Run 1, signal wires on met1:
Cells faint in the background.
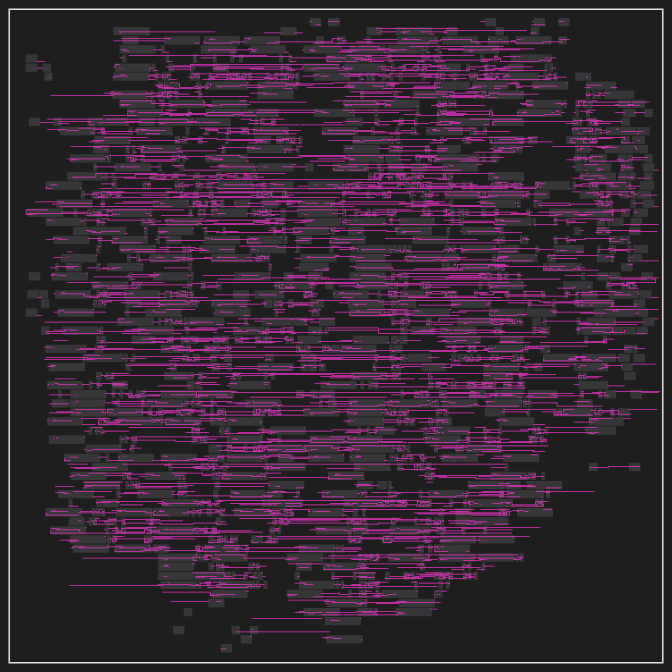
Run 1, met2 routing:
The bar under the picture is 50 µm long.
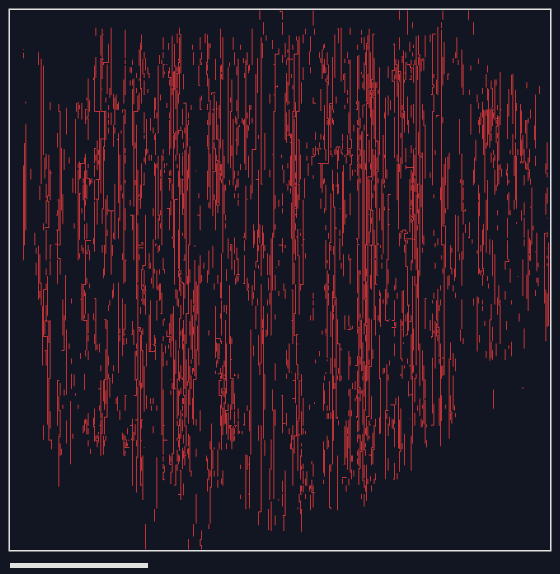
Run 1, signal wires on met3:
The bar under the picture is 50 µm long.
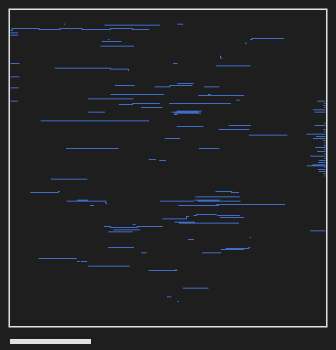
==> config.mk <==
export PLATFORM = sky130hd
export DESIGN_NAME = fifo_param
export DESIGN_NICKNAME = d
export VERILOG_FILES = /design/src/rtl/fifo_param.sv
export SDC_FILE = /design/constraint.sdc
export NUM_CORES = 1
export LEC_CHECK = 0
export ABC_AREA = 1
export CORE_MARGIN = 2
export CORE_UTILIZATION = 34
export CTS_BUF_LIST = sky130_fd_sc_hd__clkbuf_8
export DETAILED_ROUTE_END_ITERATION = 12
export HOLD_SLACK_MARGIN = 0.08
export PLACE_DENSITY = 0.47
export SLEW_MARGIN = 20
export SYNTH_ARGS = -nofsm -noshare
export SYNTH_HDL_FRONTEND = slang
export SYNTH_SLANG_ARGS = --single-unit
==> constraint.sdc <==
create_clock -name clk -period 2.05 [get_ports clk]
set_input_delay 0.3075 -clock clk [delete_from_list [all_inputs] [get_ports clk]]
set_output_delay 0.3075 -clock clk [all_outputs]
set_load 0.005 [all_outputs]
==> run notes, run 1 <==
Notes from the flow run.

Logic synthesis:
- The run puts the cell count in the Yosys report at 1224.
- The run gives the number of nets at floorplan as 1254.
- After technology mapping, the gate count stands at 1224.
- The run puts the number of flops mapped to enable cells by yosys at 256.
- The run gives the mean instance size in the synthesized netlist as 10.2 µm².
- The area recorded from the Yosys report for this design is 12500 µm².
- In this run, the synthesized area fraction spent on xor and xnor cells is recorded as 0.563%.
- The run gives the count of yosys warnings during synthesis as 0.
- The run puts the distinct cell type count of the synthesized netlist at 21.
- The most used flip-flop cell after synthesis is edfxtp_1.
- The post-synth register bit count is 287.
- The run gives the portion of the post-synthesis area used by sequential elements as 67.9%.
- The run puts the mux cell area share after synthesis at 0%.

CTS:
- TritonCTS built the clock tree.
- The run puts the clock transition time at the flip-flop clock pins of the worst setup and hold paths at 0.06 ns.
- The run gives the clock root buffer as clkbuf_8.
- The run puts the worst-skew pair later-pin latency at 0.59 ns.
- The run puts the clock buffer count from CTS at about 50.

Route:
- The run puts the detail-routed via count per cell at 4.50.
- The run gives the number of detailed-route iterations in the first pass as 5.

Run:
- The tool flagged a number of max-cap violations equal to 0.

Global route:
- The run gives the wire length of the first global-routing pass as roughly 49 mm.
- The run gives the via count of the first global-routing pass as 8220.
- Entering global routing, the biggest net connects 97 pins.
- The run puts the total track usage at 17.0%.

Pwr:
- The run gives the leakage power total as roughly 6.6 nW.

Critical path:
- The report lists the cells along the critical path as clkdlybuf4s50_1.
- The run gives the cell family with the largest share of critical-path delay as buffers and inverters.
- The run puts the setup slack on the worst flop-to-flop path at ~0.14 ns.
- The critical path is of the reg2out type.
- In this run the worst path has a maximum fanout of 2.

STA:
- The run puts the maximum operating frequency at 511 MHz.
- The run puts the final setup skew at 0.0328 ns.
- The run gives the worst max-slew margin expressed relative to the limit as 61.9%.
- The run puts the worst hold slack at 0.124 ns.
- The run puts the time the worst path needs with I/O delays and setup at 1.96 ns.

Worst hold path:
- The tightest min-delay check is of the in2async type.

Layout:
- The library cells used most frequently in the layout, excluding fill and tap cells, are 414 x nand2_1, 256 x edfxtp_1, 227 x inv_1.
- The run puts the final instance area at approximately 15000 µm².
- The run puts the number of nets at the end of the flow at 1376.

Placed design:
- The run gives the post-detailed-placement half-perimeter wirelength as 20.1 mm.
- The run puts the count of input and output buffers at 47.

Die:
- According to the floorplan report, the total die area is 38200 µm².
- The run puts the number of primary I/O pins at 48.
- The run gives the row count as 70.
- The run gives the floorplan core area as approximately 36000 µm².

Status:
- The flow ran to the end, and the final reports show no timing, DRC or antenna violations.
## Picture notes: 'signal wires on met1'
share of all routed wire: 50%
longest straight run: 67.6 µm
nets with wire on the layer: 1275
main direction: horizontal
global routing met1 resource utilization: 25.1%
Vias: 8339

## Picture notes: 'met2 routing'
share of all routed wire: 44%
longest straight run: 77.8 µm
wire length on this layer: 13800 µm
met2 usage in global routing: 26.0%
final wirelength: 31.5 mm

## Picture notes: 'signal wires on met3'
share of all routed wire: 4.7%
main direction: horizontal
wire length on this layer: 1480 µm
longest straight run: 66.7 µm
nets with wire on the layer: 83
global routing met3 resource utilization: 2.92%

run 1: final cells by class:
class / instances / area, µm²
fillers: 3524 / 21300
inverters: 213 / 802
repair buffers: 127 / 1260
flip-flops and latches: 287 / 8470
clock inverters: 37 / 156
multi-input cells: 668 / 3010
clock buffers: 52 / 716
well taps: 468 / 586
run 1: power breakdown:
group | switching, W | internal (W)
Clock | 0.00228 | 0.00234
Sequential | 0.000362 | 0.00717
Combinational | 0.00478 | 0.00266
Total | 0.00742 | 0.0122
run 1: through the flow:
step	total power, W	instances
finish	0.0196	1852
global route	0.0210	1852
CTS	0.0197	1843
detailed placement	0.0149	1753
global placement	0.0149	1753
floorplan	0.0118	1224
run 1: layer usage:
| layer | wire length, µm | track usage (%) |
|---|---|---|
| met3 | 1480 | 2.92 |
| met5 | 0 | 0 |
| met1 | 15800 | 25.1 |
| met4 | 397 | 4.10 |
| met2 | 13800 | 26.0 |
run 1: synthesized netlist by cell type (2+ instances only):
| cell | n | area share [%] |
|---|---|---|
| buf_2 | 37 | 1.5 |
| clkbuf_1 | 8 | 0.24 |
| nand4_1 | 2 | 0.10 |
| ha_1 | 8 | 0.80 |
| dfrtp_1 | 31 | 6.2 |
| edfxtp_1 | 256 | 62 |
| inv_1 | 211 | 6.4 |
| buf_4 | 5 | 0.30 |
| nand3_1 | 204 | 8.2 |
| xor2_1 | 8 | 0.56 |
| a21oi_1 | 2 | 0.080 |
| nand2_2 | 2 | 0.10 |
| buf_1 | 6 | 0.18 |
| o21ai_0 | 5 | 0.20 |
| nand2_1 | 415 | 13 |
| nor2_1 | 19 | 0.57 |
run 1: timing repair:
action                                 CTS  global route
setup endpoints to repair                4             5
gates resized                            8            15
setup buffers                            1             9
gates cloned                             0             0
pin swaps                                2             5
endpoints found under the hold margin    0             0
Run 1, clock wiring as the flow saved it:
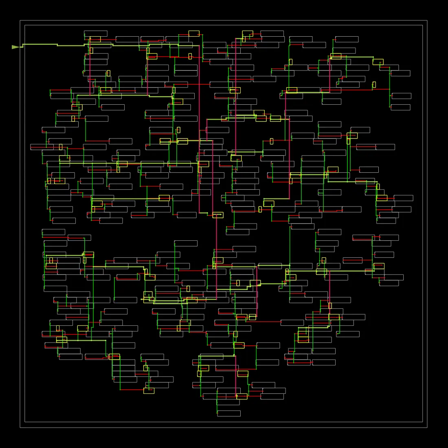

==> run 1 -> run 2 <==
Settings changed: RECOVER_POWER set to 50, TNS_END_PERCENT set to 1.
Run 2, clock wiring as the flow saved it:
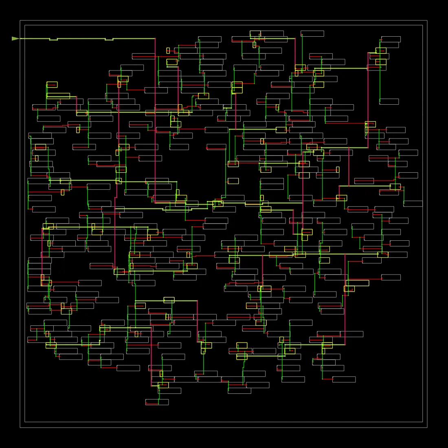
power drawn by the clock network: 0.00544 W
Worst-Skew Late Latency: 0.59 ns

Run 2, met2 routing:
The bar under the picture is 50 µm long.
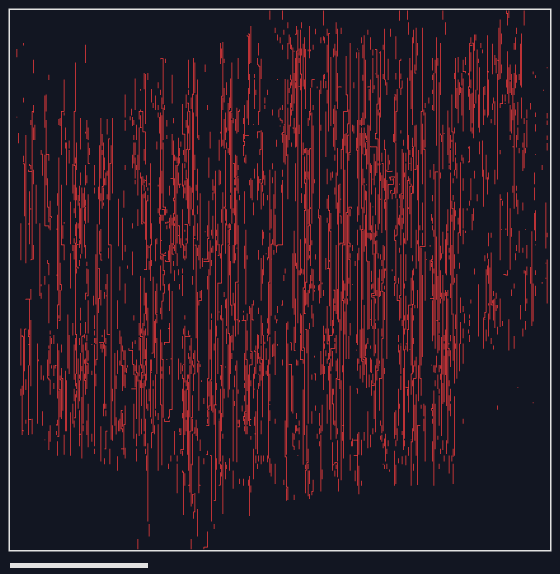
longest straight run: 97.9 µm
wire length on this layer: 15600 µm
share of all routed wire: 46%
nets with wire on the layer: 948
main direction: vertical
Vias: 8606
met2 usage in global routing: 28.4%
final wirelength: 34.2 mm

==> run 2 against run 1 <==
The run now ends with setup timing left. Clock skew down 0.017 ns. Flip-flop count unchanged. Sequential power about the same. Total power up 4.7%. Worst hold slack better by 0.20 ns. Combinational power up 0.9%. Final area up 0.63%. Cell count up 0.16%. Wire length up 8.6%. Setup slack worse by 0.15 ns. Clock-buffer cell count up 11. Fmax down 6.9%. Largest cell class unchanged.
==> run notes, run 2 <==
Notes from the flow run.

Die:
- The run puts the row count at 70 (unchanged).
- The run gives the area enclosed by the die boundary as 38200 µm² (unchanged).
- The run puts the number of primary I/O pins at 48 (unchanged).
- The run puts the floorplan core area at 36300 µm² (unchanged).

STA:
- The run puts the worst hold slack at 0.325 ns (+0.200 ns).
- The run gives the maximum operating frequency as 475 MHz (-6.9%).
- The run puts the least setup slack across all paths after layout at -0.0542 ns.
- The worst max-slew margin expressed relative to the limit was 8.05% (-54 points).
- The run gives the final number of setup-violating endpoints as 1.

Pwr:
- Of all power groups, the one with the highest power is registers.
- The run gives the combinational cell fraction of total power as 36.6% (-1.4 points).
- The run gives the fraction of power consumed by sequential logic as 36.9% (-1.5 points).
- The run puts the power share of the clock group at 26.5% (+2.9 points).
- The run gives the leakage power total as 6.59 nW (-0.55%).
- The run puts the internal portion of total power at 0.0128 W (+5.1%).

Status:
- The flow ran to the end, but the final reports show violations.
- The checks that failed: setup timing.

Global route:
- The maximum number of pins on one net before global-route repair is 83 (-14%).
- The run puts the wire length of the first global-routing pass at 51.7 mm (+5.0%).
- The run puts the via count of the first global-routing pass at 8340 (+1.5%).
- The run gives the total track usage as 18.2% (+1.2 points).

Critical path:
- The critical path in this run is classified as reg2out.

Layout:
- In the layout the commonest cells are 417 x nand2_1, 256 x edfxtp_1, 226 x inv_1.
- The run gives the number of nets at the end of the flow as 1373 (-0.22%).
- The tally of filler cells in the layout is 3565 (+1.2%).
- The run puts the filler-free cell count of the finished design at 1855 (+0.16%).

Placed design:
- The run puts the count of input and output buffers at 47 (unchanged).
- The run gives the cell count after placement as 1756 (+0.17%).
- The post-detailed-placement half-perimeter wirelength came to 21.5 mm (+6.8%).

Logic synthesis:
- The flip-flop and latch count after synthesis is 287 (unchanged).
- The run gives the number of nets at floorplan as 1254 (unchanged).
- The run gives the top cell type's share of synthesized area as 61.7% (unchanged).
- The run puts the mean instance size in the synthesized netlist at 10.2 µm² (unchanged).
- The distinct cell type count of the synthesized netlist is 21 (unchanged).
- By count the netlist is led by 415 x nand2_1, 256 x edfxtp_1, 211 x inv_1.
- Looking at the cell usage after synthesis, the top flip-flop cell is edfxtp_1.

Worst hold path:
- The run gives the path type of the worst min-delay path as in2reg.

CTS:
- The run puts the clock buffer count from CTS at 52 (+6.1%).
- TritonCTS built the clock tree.
- The run gives the buffers inserted during post-CTS setup optimization as 0 (-1).
- The run puts the clock transition time at the flip-flop clock pins of the worst setup and hold paths at 0.06 ns (about the same).

Route:
- The run puts the number of detailed-route iterations in the first pass at 4 (-1).
- The run puts the detail-routed via count per cell at 4.64 (+3.0%).
Run 2, M4 wires:
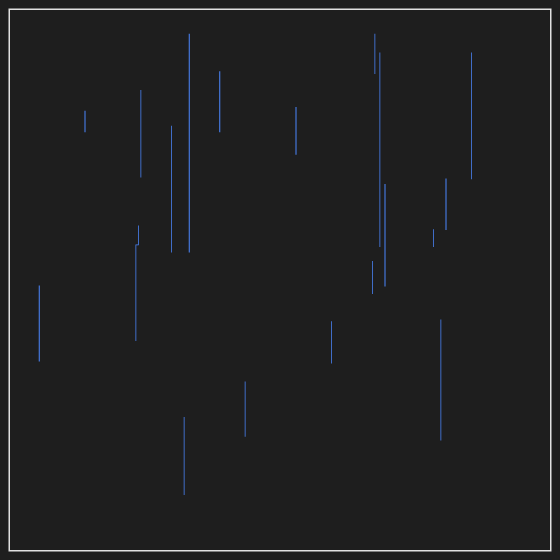
wire length on this layer: 580 µm
main direction: vertical

-- run 2: cell types whose count changed in the layout (fill, tap and decap cells not counted), moves of 4 or more --
cell,delta
clkbuf_8,+11
buf_4,-29
buf_12,+5
dlygate4sd3_1,+18
buf_6,-4
clkdlybuf4s50_1,-14
clkbuf_1,+19
-- run 2: what timing repair did --
action                                  4_1_cts  5_1_grt
endpoints found under the setup margin        4        4
pin swaps                                     1        1
gates resized                                 5        6
hold buffers                                  1        0
endpoints found under the hold margin         9        0
-- run 2: through the flow --
stage | utilization, % | power, W | cell area, µm² | setup TNS (ns)
final | 41.5 | 0.0205 | 15100 | -0.0542
after global routing | 41.5 | 0.0218 | 15100 | -0.229
after CTS | 41.7 | 0.0207 | 15200 | -0.296
after detailed placement | 38.7 | 0.0152 | 14100 | -0.00591
after global placement | 38.7 | 0.0152 | 14100 | -0.0366
after floorplan | - | 0.0118 | 12500 | -16.83
-- run 2: layout make-up --
class	count	area, µm²	area share, %
flip-flops and latches	287	8470	56.1
multi-input cells	668	2990	19.8
repair buffers	121	1190	7.87
clock buffers	63	867	5.74
inverters	213	802	5.31
well taps	468	586	3.88
clock inverters	35	196	1.30
-- run 2: per-layer routing --
layer	track usage [%]	vias up	part of all wire [%]
li1	-	4176	-
met1	25.9	4139	47
met2	28.4	247	46
met3	3.54	44	6.0
met4	5.03	0	1.7
met5	0	-	0
-- run 2: logic make-up (layout without fill, tap and decap cells) --
family | Yosys count | after routing | share of synthesized area [%]
XOR/XNOR | 8 | 8 | 0.563
adder cells (fa/ha/maj) | 9 | 9 | 0.964
buffers and inverters | 269 | 432 | 8.63
AND-OR/OR-AND | 7 | 7 | 0.281
flip-flops | 287 | 287 | 67.9
AND/OR/NAND/NOR | 644 | 644 | 21.6
No activity file was given, so power comes from the tool's default toggle rates.
